### Metal 3, run 1

Scale bar: 50 um.
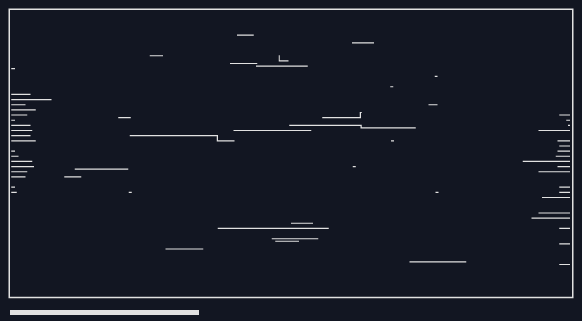
### The metal 2 layer, run 1

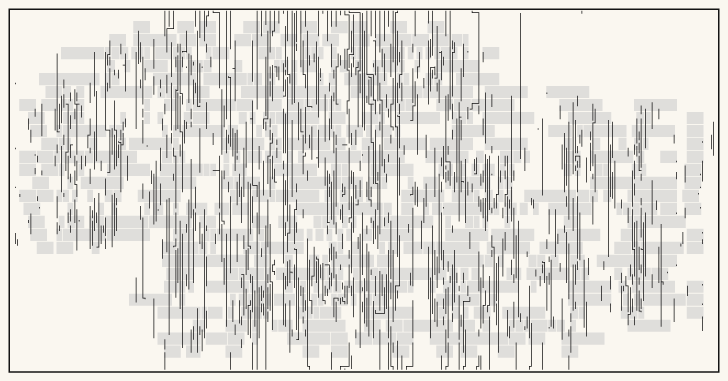
### I/O nets highlighted, run 1

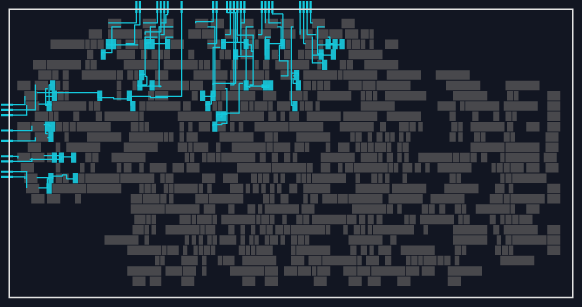
### config.mk
export PLATFORM = sky130hd
export DESIGN_NAME = puf_response_collector
export DESIGN_NICKNAME = d
export VERILOG_FILES = /design/src/rtl/puf_pkg.sv /design/src/rtl/puf_majority_sampler.sv /design/src/rtl/puf_response_collector.sv
export SDC_FILE = /design/constraint.sdc
export NUM_CORES = 1
export LEC_CHECK = 0
export ABC_AREA = 1
export CAP_MARGIN = 20
export CORE_ASPECT_RATIO = 0.5
export CORE_MARGIN = 1.5
export CORE_UTILIZATION = 40
export DETAILED_ROUTE_END_ITERATION = 6
export PLACE_DENSITY = 0.7
export SLEW_MARGIN = 20
export SYNTH_ARGS = -nofsm -noshare
export SYNTH_HDL_FRONTEND = slang
export SYNTH_HIERARCHICAL = 1
export SYNTH_SLANG_ARGS = --single-unit
### constraint.sdc
create_clock -name clk -period 2.63 [get_ports clk]
set_input_delay 0.3945 -clock clk [delete_from_list [all_inputs] [get_ports clk]]
set_output_delay 0.3945 -clock clk [all_outputs]
set_load 0.02 [all_outputs]
### src/rtl/puf_pkg.sv
// Shared types and helpers for the arbiter-PUF response collector.
package puf_pkg;

  typedef enum logic [1:0] {
    ST_IDLE   = 2'd0,
    ST_SETTLE = 2'd1,
    ST_SAMPLE = 2'd2,
    ST_DONE   = 2'd3
  } state_t;

  localparam logic [31:0] DEFAULT_TAPS = 32'h80200003;

  function automatic int clog2(input int value);
    int r;
    r = 0;
    while ((1 << r) < value) r++;
    return r;
  endfunction

endpackage

### src/rtl/puf_majority_sampler.sv
// Counts ones over VOTES enabled cycles and reports the majority and stability of one bit.
module puf_majority_sampler
  import puf_pkg::*;
#(
  parameter int VOTES = 5
) (
  input  logic clk,
  input  logic rst,
  input  logic clr,
  input  logic en,
  input  logic din,
  output logic maj,
  output logic unstable,
  output logic last
);

  localparam int VW = clog2(VOTES + 1);

  logic [VW-1:0] ones;
  logic [VW-1:0] idx;
  logic [VW-1:0] ones_nxt;

  // maj/unstable include the sample taken on the strobe cycle itself
  assign ones_nxt = ones + VW'(din);
  assign last     = en && (idx == VW'(VOTES - 1));
  assign maj      = ones_nxt > VW'(VOTES / 2);
  assign unstable = (ones_nxt != '0) && (ones_nxt != VW'(VOTES));

  always_ff @(posedge clk or posedge rst) begin
    if (rst) begin
      ones <= '0;
      idx  <= '0;
    end else if (clr || last) begin
      ones <= '0;
      idx  <= '0;
    end else if (en) begin
      ones <= ones_nxt;
      idx  <= idx + 1'b1;
    end
  end

endmodule

### src/rtl/puf_response_collector.sv
// Sequences LFSR challenges into an arbiter PUF, majority-votes each response bit
// and returns a packed word plus unstable-bit count over a valid/ready handshake.
module puf_response_collector
  import puf_pkg::*;
#(
  parameter int             N      = 32,
  parameter logic [N-1:0]   TAPS   = N'(DEFAULT_TAPS),
  parameter int             RESP_W = 32,
  parameter int             SETTLE = 4,
  parameter int             VOTES  = 5
) (
  input  logic                         clk,
  input  logic                         rst,
  input  logic                         start,
  input  logic [N-1:0]                 seed,
  output logic [N-1:0]                 challenge_out,
  input  logic                         resp_bit,
  output logic                         busy,
  output logic [RESP_W-1:0]            resp_word,
  output logic [clog2(RESP_W+1)-1:0]   unstable_cnt,
  output logic                         resp_valid,
  input  logic                         resp_ready
);

  localparam int SW = clog2(SETTLE + 1);
  localparam int BW = clog2(RESP_W + 1);
  localparam int UW = clog2(RESP_W + 1);

  state_t        state;
  state_t        state_nxt;
  logic [SW-1:0] settle_cnt;
  logic [BW-1:0] bit_idx;
  logic          accept;
  logic          settle_end;
  logic          last_bit;
  logic          maj;
  logic          unstable;
  logic          last;

  assign accept     = (state == ST_IDLE) && start;
  assign settle_end = (settle_cnt == SW'(SETTLE - 1));
  assign last_bit   = (bit_idx == BW'(RESP_W - 1));
  assign busy       = (state != ST_IDLE);
  assign resp_valid = (state == ST_DONE);

  puf_majority_sampler #(.VOTES(VOTES)) u_sampler (
    .clk      (clk),
    .rst      (rst),
    .clr      (accept),
    .en       (state == ST_SAMPLE),
    .din      (resp_bit),
    .maj      (maj),
    .unstable (unstable),
    .last     (last)
  );

  always_ff @(posedge clk or posedge rst) begin
    if (rst) state <= ST_IDLE;
    else     state <= state_nxt;
  end

  always_comb begin
    state_nxt = state;
    case (state)
      ST_IDLE:   if (start) state_nxt = ST_SETTLE;
      ST_SETTLE: if (settle_end) state_nxt = ST_SAMPLE;
      ST_SAMPLE: if (last) state_nxt = last_bit ? ST_DONE : ST_SETTLE;
      ST_DONE:   if (resp_ready) state_nxt = ST_IDLE;
      default:   state_nxt = ST_IDLE;
    endcase
  end

  // A zero seed would lock the LFSR at zero, so it is replaced with 1
  always_ff @(posedge clk or posedge rst) begin
    if (rst) begin
      challenge_out <= '0;
      resp_word     <= '0;
      unstable_cnt  <= '0;
      settle_cnt    <= '0;
      bit_idx       <= '0;
    end else if (accept) begin
      challenge_out <= (seed == '0) ? N'(1) : seed;
      resp_word     <= '0;
      unstable_cnt  <= '0;
      settle_cnt    <= '0;
      bit_idx       <= '0;
    end else if (state == ST_SETTLE) begin
      settle_cnt <= settle_end ? '0 : settle_cnt + 1'b1;
    end else if ((state == ST_SAMPLE) && last) begin
      resp_word     <= {resp_word[RESP_W-2:0], maj};
      unstable_cnt  <= unstable_cnt + UW'(unstable);
      challenge_out <= {challenge_out[N-2:0], ^(challenge_out & TAPS)};
      if (!last_bit) bit_idx <= bit_idx + 1'b1;
    end
  end

endmodule

==> flow_metrics.py, run 1 <==
# Flow results
metrics = {
    "run_status": {
        "status": "completed",
    },
    "sta": {
        "min_period_ps": 2219,
        "finalSetupViolCount": 0,
        "whs_ps": 352.5,
        "finalSetupTns_ps": 0,
        "finalCritPeriodShare": 0.8439,
        "fmax_ghz": 0.4506,
        "slew_headroom": 0.6331,
        "slew_viol_final": 0,
    },
    "cts": {
        "post-cts-setup-buffers": 0,
        "path_clk_slew_ps": 60,
        "numCtsBuffers": 9,
        "cts_tree": "built",
        "clkLatencyLatePin_ps": 340,
        "root_buffer": "clkbuf_16",
    },
    "synth": {
        "edf_count": 0,
        "yosysSeqAreaShare": 0.5154,
        "ys_types": 34,
        "async_reset_ff_frac": 1.000,
        "syn_area_mm2": 0.004224,
        "netlist.area_leader.share": 0.5154,
        "synthTopCellsByCount": "nand2_1 (136), dfrtp_1 (87), nor2_1 (61)",
        "yosys_area_mm2": 0.004224,
        "area_leaders": "dfrtp_1 (52%), nand2_1 (12%), o21ai_0 (6.3%), nor2_1 (5.4%), nand3_1 (3.2%)",
        "ys_cells": 507,
    },
    "power_and_ir_drop": {
        "power_switching_mw": 0.8324,
        "cellLeakagePower_nw": 2.519,
        "combPwrFrac": 0.134,
        "swShare": 0.2485,
        "p_total_mw": 3.349,
        "clkPwrFrac": 0.426,
        "p_int_mw": 2.517,
    },
    "floorplan": {
        "die_w_um": 148.3,
        "num_io_pins": 109,
        "die_area_mm2": 0.01122,
        "num_rows": 26,
        "fp.coreArea_mm2": 0.01025,
    },
    "worst_setup_path": {
        "critical-path-max-stage-delay_ps": 430,
        "crit_chain": "inv_2 > nand2_2 > inv_2 > nand3_4 > inv_1 > nand2_4 > nand2_4 > buf_4 > nor2_1 > a31oi_1",
        "worstSetupPathType": "reg2reg",
        "crit_path_max_fanout": 43,
    },
    "job": {
        "drv_cap": 0,
        "openroad.warnings": 27,
    },
    "place": {
        "gp_congestion": 0.7675,
        "hpwl_um": 6943,
        "portBuffers": 108,
    },
    "finish": {
        "fin_nets": 653,
        "stdcell_count": 753,
        "layout-drive-gt1-share": 0.07667,
        "antenna_cells": 0,
    },
    "grt": {
        "grt_pass1_vias": 3579,
        "antenna_found_initial": 0,
        "grt_use_total": 0.1902,
    },
    "detailed_routing": {
        "drc": 0,
        "drtIter0Drc": 269,
        "wl_per_cell_um": 13.37,
        "firstDrtPassIters": 5,
    },
    "min_path": {
        "min_path_type": "in2async",
    },
}
-- 'Metal 3' (at the start) --
nets with wire on the layer	53
main direction	horizontal
wire length on this layer	391 um
longest straight run	29.0 um

-- 'The metal 2 layer' (at the start) --
main direction	vertical
nets with wire on the layer	510
wire length on this layer	4810 um
longest straight run	32.8 um
share of all routed wire	48%
DRT Wirelength: 10070 um
global-route met2 utilization: 0.3255
Vias: 3688

-- 'I/O nets highlighted' (at the start) --
colour	port	bits	direction	edge	end cells	buffers	wire
cyan	seed	32	input	23 top, 9 left	48	32	696 um

run 1: registers in the layout, indices dropped and copies added (netlist names):
signal	count
settle_cnt	3
bit_idx	6
unstable_cnt	6
u_sampler/ones	3
state	2
u_sampler/idx	3
challenge_out	32
resp_word	32
run 1: power groups by stage:
stage	sequential, mW	combinational (mW)	clock [mW]
2_1_floorplan	1.57	0.132	0
3_3_place_gp	1.49	0.448	0
3_5_place_dp	1.49	0.454	0
4_1_cts	1.47	0.456	1.45
5_1_grt	1.48	0.490	1.51
6_report	1.47	0.450	1.43
run 1: per-stage QoR:
step	area [um^2]	setup WS (ps)
CTS	5709	410.2
detailed placement	5370	230.9
global route	5709	197.5
finish	5709	410.6
floorplan	4224	155.4
global placement	5370	282.3
run 1: area by class of cell:
| class | instances | area, um^2 |
|---|---|---|
| clock inverters | 5 | 86.33 |
| fillers | 963 | 4538 |
| clock buffers | 11 | 252.7 |
| inverters | 33 | 132.6 |
| flip-flops and latches | 87 | 2177 |
| multi-input cells | 362 | 1739 |
| well taps | 140 | 175.2 |
| repair buffers | 115 | 1146 |
run 1: path summary, 6_finish.rpt:
kind                                endpoint  slack, ps  depth (start not counted)     startpoint
max                        challenge_out[22]        410                         10       state[0]
min                         u_sampler/idx[1]        350                          2            rst
max reg2reg                challenge_out[22]        410                         10       state[0]
min reg2reg                    settle_cnt[0]        480                          1  settle_cnt[0]
max in group asynchronous      resp_word[23]       1630                          3            rst
min in group clk               settle_cnt[0]        480                          1  settle_cnt[0]
run 1: logic make-up after synthesis:
logic type,synth area share
fa+ha+maj,0.02370
compound gates,0.1374
flops,0.5154
simple gates,0.2423
xor+xnor,0.008295
buf+inv,0.07287
run 1: metal layers:
metal,vias to the layer above,GRT usage,wire length (um)
met3,10,0.04012,390
met5,-,0,0
met2,83,0.3255,4810
met4,0,0.06381,77
li1,1860,-,-
met1,1735,0.2473,4793
run 1: layout by cell type, fill, tap and decap left out, types with 2 or more instances in the layout:
master	count
clkdlybuf4s50_1	108
nand2_2	2
clkbuf_16	9
nor2_1	61
a21oi_1	25
inv_1	24
o21ai_1	11
a31oi_1	11
bufinv_16	2
inv_2	6
dfrtp_1	87
nand4_1	4
inv_6	3
o21ai_0	53
nand3_1	27
xnor2_1	2
ha_1	8
a21oi_2	4
nor2_2	2
buf_4	6
xor2_1	2
nand2_1	136
nand3b_1	2
nand2_4	4
clkbuf_8	2
==> run 1 -> run 2 <==
--- a/config.mk
+++ b/config.mk
@@ -11,7 +11,7 @@
 export CORE_MARGIN = 1.5
 export CORE_UTILIZATION = 40
 export DETAILED_ROUTE_END_ITERATION = 6
-export PLACE_DENSITY = 0.7
+export PLACE_DENSITY = 0.68
 export SLEW_MARGIN = 20
 export SYNTH_ARGS = -nofsm -noshare
 export SYNTH_HDL_FRONTEND = slang
==> constraint.sdc (replaced) <==
create_clock -name clk -period 2.16 [get_ports clk]
set_input_delay 0.324 -clock clk [delete_from_list [all_inputs] [get_ports clk]]
set_output_delay 0.324 -clock clk [all_outputs]
set_load 0.02 [all_outputs]
==> flow_metrics.py, run 2 <==
# Flow results
metrics = {
    "finish": {
        "biggestRegsByFlops": "challenge_out x32, resp_word x32",
        "regArea_mm2": 0.002177,
        "antenna_cells": 0,
        "fin_nets": 660,
        "layout-drive-gt1-share": 0.08562,
        "lay_top_cells": "nand2_1 (136), clkdlybuf4s50_1 (108), dfrtp_1 (87)",
    },
    "grt": {
        "grt_pass1_vias": 3492,
        "use_met1": 0.2539,
        "met3_usage": 0.04072,
        "grt-busiest-layer": "met2",
        "grt_use_total": 0.1890,
    },
    "floorplan": {
        "die_area_mm2": 0.01122,
        "die_w_um": 148.3,
    },
    "detailed_routing": {
        "firstDrtPassIters": 4,
        "drc": 0,
        "drtIter0Drc": 160,
    },
    "synth": {
        "yosys_area_mm2": 0.004224,
        "syn_area_mm2": 0.004224,
        "async_reset_ff_frac": 1.000,
        "yosysSeqAreaShare": 0.5154,
        "ys_cells": 507,
        "netlist.area_leader.share": 0.5154,
        "ys_types": 34,
    },
    "sta": {
        "slew_viol_final": 0,
        "slew_headroom": 0.6296,
        "finalSetupViolCount": 0,
    },
    "cts": {
        "post-cts-setup-buffers": 0,
        "numCtsBuffers": 9,
        "path_clk_slew_ps": 60,
        "cts_tree": "built",
    },
    "power_and_ir_drop": {
        "p_total_mw": 4.013,
    },
    "run_status": {
        "status": "completed",
    },
    "job": {
        "drv_cap": 0,
    },
    "worst_setup_path": {
        "crit_path_max_fanout": 3,
        "ff2ff_path_depth": 12,
        "worst-r2r-setup-slack_ps": 220,
    },
    "place": {
        "dpl_cell_area_mm2": 0.005463,
        "hpwl_um": 7128,
    },
    "min_path": {
        "min_path_type": "in2async",
    },
}
[run 2: power breakdown]
part           internal, mW  switching [mW]  leakage (nW)
Sequential             1.71          0.0796          1.14
Combinational         0.270           0.280          1.25
Clock                  1.04           0.633         0.159
Total                  3.02           0.992          2.56
[run 2: final cells by class]
class | instances | area share
sequential | 87 | 0.3764
multi-input combinational | 362 | 0.3007
clock inverter | 5 | 0.01428
tap | 140 | 0.03028
clock buffer | 10 | 0.04132
inverter | 33 | 0.02336
timing repair buffer | 122 | 0.2137
[run 2: final timing paths]
path	startpoint	end
max in group asynchronous	rst	resp_word[22]
setup / recovery	resp_bit	unstable_cnt[4]
min in group clk	settle_cnt[0]	settle_cnt[0]
hold reg to reg	settle_cnt[0]	settle_cnt[0]
setup reg to reg	u_sampler/ones[0]	unstable_cnt[4]
hold / removal	rst	u_sampler/ones[1]
[run 2: metal layers]
layer | up-vias | routed length (um)
li1 | 1875 | -
met1 | 1774 | 4911
met2 | 82 | 4793
met3 | 10 | 461
met4 | 0 | 114
met5 | - | 0
[run 2: metrics by stage]
step / hold WS, ps / setup TNS [ps] / utilization
6_report: 294.8 / 0 / 0.5645
5_1_grt: 337.0 / 0 / 0.5645
4_1_cts: 295.3 / 0 / 0.5645
3_5_place_dp: 476.3 / -444.1 / 0.5331
3_3_place_gp: 470.2 / -198.4 / 0.5331
2_1_floorplan: 115.0 / 0 / -
[run 2: kinds of logic (layout without fill, tap and decap cells)]
kind of cell | after synthesis | count (layout) | synth area share
compound gates | 108 | 108 | 0.1374
xor+xnor | 4 | 4 | 0.008295
fa+ha+maj | 8 | 8 | 0.02370
buf+inv | 58 | 170 | 0.07287
flops | 87 | 87 | 0.5154
simple gates | 242 | 242 | 0.2423
[run 2: critical path, stage by stage]
cell	delay, ps
clkdlybuf4s50_1	400
ha_1	200
ha_1	280
inv_1	100
nand2_1	60
nand3_1	60
nand2_1	60
ha_1	200
ha_1	220
nand3_1	90
nand2_1	60
nand4_1	80
o21ai_1	60
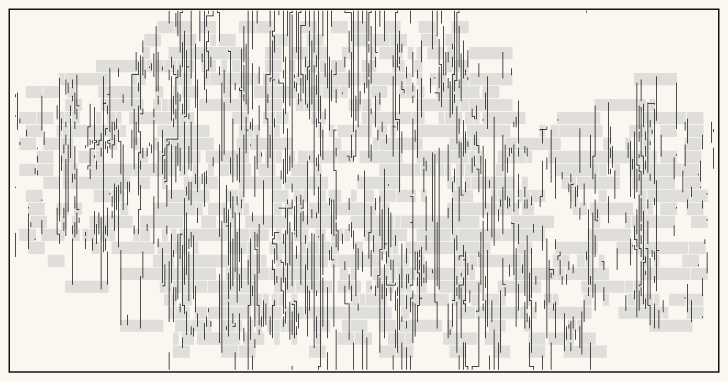
*The metal 2 layer, run 2*
wire length on this layer	4790 um
main direction	vertical
share of all routed wire	47%
Vias: 3741
DRT Wirelength: 10280 um

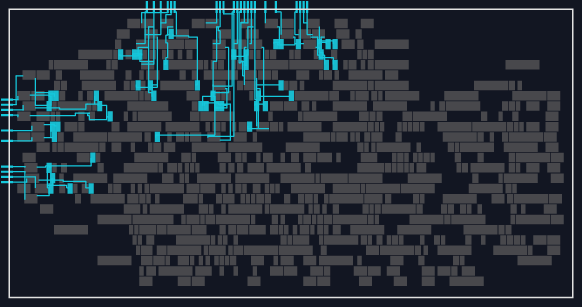
*I/O nets highlighted, run 2*
colour	port	bits	direction	edge	end cells	buffers	wire
cyan	seed	32	input	22 top, 10 left	48	32	794 um
Buffers on Ports: 108
IO Pins: 109

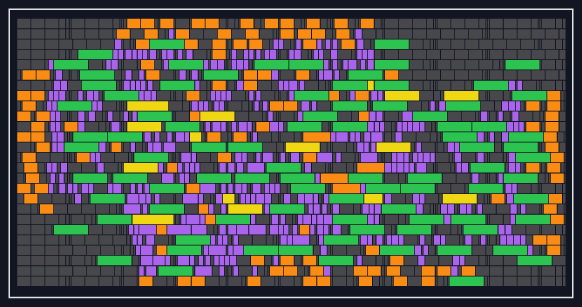
*Cell classes on the final placement, run 2*
Fill, decap, tap and diode cells in grey.
colour	class	cells
yellow	clock drivers and dummy loads	15
green	flops	87
orange	other buffers and delay cells	122
purple	all other logic	395
# rows: 26
Finished Core Util: 0.5645
Final Cell Area: 0.005784 mm^2

### Cell outlines without signal wires, run 2

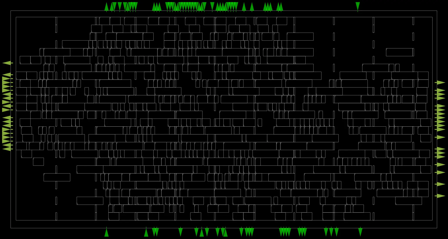

==> run 2 -> run 3 <==
--- a/config.mk
+++ b/config.mk
@@ -10,6 +10,7 @@
 export CORE_ASPECT_RATIO = 0.5
 export CORE_MARGIN = 1.5
 export CORE_UTILIZATION = 40
+export CTS_BUF_LIST = sky130_fd_sc_hd__clkbuf_16
 export DETAILED_ROUTE_END_ITERATION = 6
 export PLACE_DENSITY = 0.68
 export SLEW_MARGIN = 20
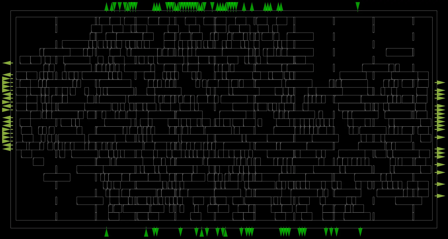
*Cell outlines without signal wires, run 3*
Seq/total area: 0.3770
Finished Core Util: 0.5635
CORE AREA: 0.01025 mm^2
num tapcells: 140
number of fill cells in the layout: 948

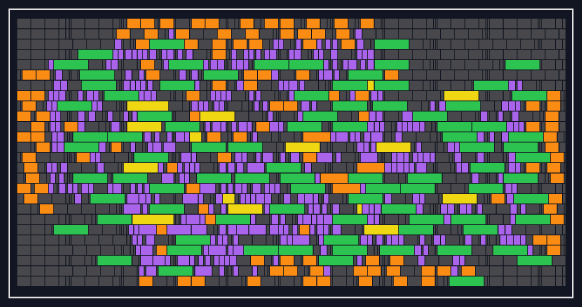
*Cell classes on the final placement, run 3*
Fill, decap, tap and diode cells in grey.
colour	class	cells
yellow	clock drivers and dummy loads	15
purple	all other logic	395
green	flops	87
orange	other buffers and delay cells	122

==> flow_metrics.py, run 3 <==
# Flow results
metrics = {
    "cts": {
        "postCtsResizedCells": 0,
        "cts_max_path_buffers": 2,
        "path_clk_slew_ps": 60,
        "numCtsBuffers": 9,
        "cts_tree": "built",
        "postCtsHoldBufs": 0,
        "post-cts-setup-buffers": 0,
        "root_buffer": "clkbuf_16",
    },
    "synth": {
        "netlist.area_leader.share": 0.5154,
        "syn_avg_cell_area_um2": 8.331,
        "syn-num-nets": 552,
        "yosys.area_share.aoi": 0.1374,
        "syn_area_mm2": 0.004224,
        "yosysSeqAreaShare": 0.5154,
        "ys_types": 34,
        "ys_cells": 507,
        "synthTopCellsByCount": "nand2_1 (136), dfrtp_1 (87), nor2_1 (61)",
        "logic_family": "simple AND/OR/NAND/NOR gates",
        "async_reset_ff_frac": 1.000,
        "adder_share": 0.02370,
        "most_common_cell": "nand2_1",
        "mux_area_frac": 0,
        "xor_share": 0.008294,
        "flop_cell": "dfrtp_1",
        "yosys_area_mm2": 0.004224,
        "yosys.area_share.simple": 0.2423,
        "edf_count": 0,
    },
    "power_and_ir_drop": {
        "p_total_mw": 3.977,
        "peakVddDrop_mv": 0.3592,
        "power_density_mw_per_mm2": 688.8,
    },
    "worst_setup_path": {
        "cp_slowest_cell": "clkdlybuf4s50_1",
        "crit_chain": "clkdlybuf4s50_1 > ha_1 > ha_1 > inv_1 > nand2_1 > nand3_1 > nand2_1 > ha_1 > ha_1 > nand3_1 > nand2_1 > nand4_1 > o21ai_1",
        "reg2reg_from": "u_sampler/ones[0]",
        "critical_path.top_delay_family": "adder cells",
        "worst-r2r-setup-slack_ps": 220,
        "crit_path_max_fanout": 3,
        "critical-path-max-stage-delay_ps": 400,
        "ff2ff_path_depth": 12,
        "crit_top_cell": "ha_1",
        "crit_buf_inv": 2,
        "crit_cells": 13,
        "start_kind": "input pin",
        "r2r_end": "unstable_cnt[4]",
        "worstPathRequired_ps": 2380,
    },
    "place": {
        "portBuffers": 108,
        "hpwl_um": 7128,
    },
    "detailed_routing": {
        "wl_um": 10290,
        "antenna_left": 0,
        "vias_per_cell": 4.933,
        "wl_per_cell_um": 13.55,
        "drc": 0,
        "vias": 3744,
        "firstDrtPassIters": 4,
        "drtIter0Drc": 188,
    },
    "sta": {
        "fmax_ghz": 0.5073,
        "slew_headroom": 0.6269,
        "slew_viol_final": 0,
        "finalSetupViolCount": 0,
        "skew_ps": 4.013,
    },
    "floorplan": {
        "die_w_um": 148.3,
        "num_io_pins": 109,
        "die_area_mm2": 0.01122,
        "num_rows": 26,
        "fp.dieH_um": 75.67,
    },
    "finish": {
        "fin_nets": 660,
        "antenna_cells": 0,
        "biggestRegsByFlops": "challenge_out x32, resp_word x32",
        "layout-drive-gt1-share": 0.08401,
        "lay_top_cells": "nand2_1 (136), clkdlybuf4s50_1 (108), dfrtp_1 (87)",
        "syn2layout_area_growth_pct": 36.70,
        "layout_top_cell": "nand2_1",
    },
    "grt": {
        "antenna_found_initial": 0,
        "grt_use_total": 0.1899,
        "grt_pass1_vias": 3493,
    },
    "run_status": {
        "status": "completed",
    },
    "min_path": {
        "min_path_type": "in2async",
    },
    "job": {
        "drv_cap": 0,
    },
}
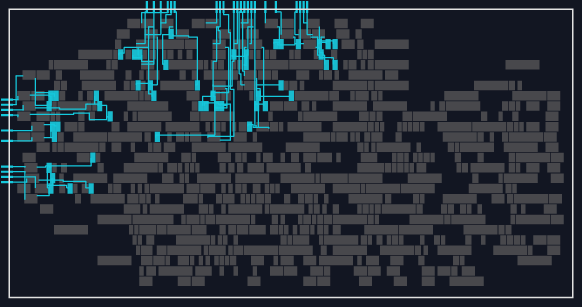
*I/O nets highlighted, run 3*
colour	port	bits	direction	edge	end cells	buffers	wire
cyan	seed	32	input	22 top, 10 left	48	32	790 um

## run 3: netlist changes by cell type in the layout (fill, tap and decap cells not counted), sizes merged
cell / change
clkinv: +1
clkbuf: -1
## run 3: cell families after synthesis
| kind of cell | after synthesis |
|---|---|
| flops | 87 |
| buf+inv | 58 |
| xor+xnor | 4 |
| fa+ha+maj | 8 |
| simple gates | 242 |
| compound gates | 108 |
## run 3: layout make-up
cell class	count	area [um^2]	share of cell area
repair buffers	122	1236	0.2141
inverters	33	135.1	0.02340
clock buffers	9	225.2	0.03900
clock inverters	6	86.33	0.01495
well taps	140	175.2	0.03034
multi-input cells	362	1739	0.3012
flip-flops and latches	87	2177	0.3770
## run 3: how the worst max path moves through the flow
| stage | start | to | slack, ps |
|---|---|---|---|
| after global placement | resp_bit | unstable_cnt[4] | -110 |
| after floorplan | u_sampler/ones[0] | unstable_cnt[4] | 340 |
| final | resp_bit | unstable_cnt[4] | 190 |
| after CTS | resp_bit | unstable_cnt[4] | 190 |
| after global routing | resp_bit | unstable_cnt[2] | 70 |
| after detailed placement | resp_bit | unstable_cnt[4] | -170 |
## run 3: routing by layer
layer | global-route usage | vias up | share of wire
met4 | 0.05391 | 0 | 0.0097
met2 | 0.3167 | 94 | 0.46
met3 | 0.04251 | 8 | 0.046
met5 | 0 | - | 0
li1 | - | 1876 | -
met1 | 0.2548 | 1766 | 0.48
## run 3: worst reg2reg max path, delay by kind of cell, from the launching register on
family / cells / cell delay [ps]
fa+ha+maj: 4 / 890
simple gates: 6 / 410
flops: 1 / 380
buf+inv: 1 / 100
compound gates: 1 / 60
## run 3: metrics by stage
step           area (um^2)  hold slack [ps]  TNS, ps  instances  utilization
2_1_floorplan         4228            115.0        0        507            -
5_1_grt               5774            334.4        0        759       0.5635
3_5_place_dp          5463            476.3   -444.1        744       0.5331
4_1_cts               5774            293.8        0        759       0.5635
6_report              5774            292.8        0        759       0.5635
3_3_place_gp          5463            470.2   -198.4        744       0.5331
## run 3: power by group
group	internal [mW]	switching (mW)
Clock	1.00	0.634
Sequential	1.71	0.0788
Combinational	0.270	0.279
Power figures rest on the tool's default switching activity, not on a simulated workload.
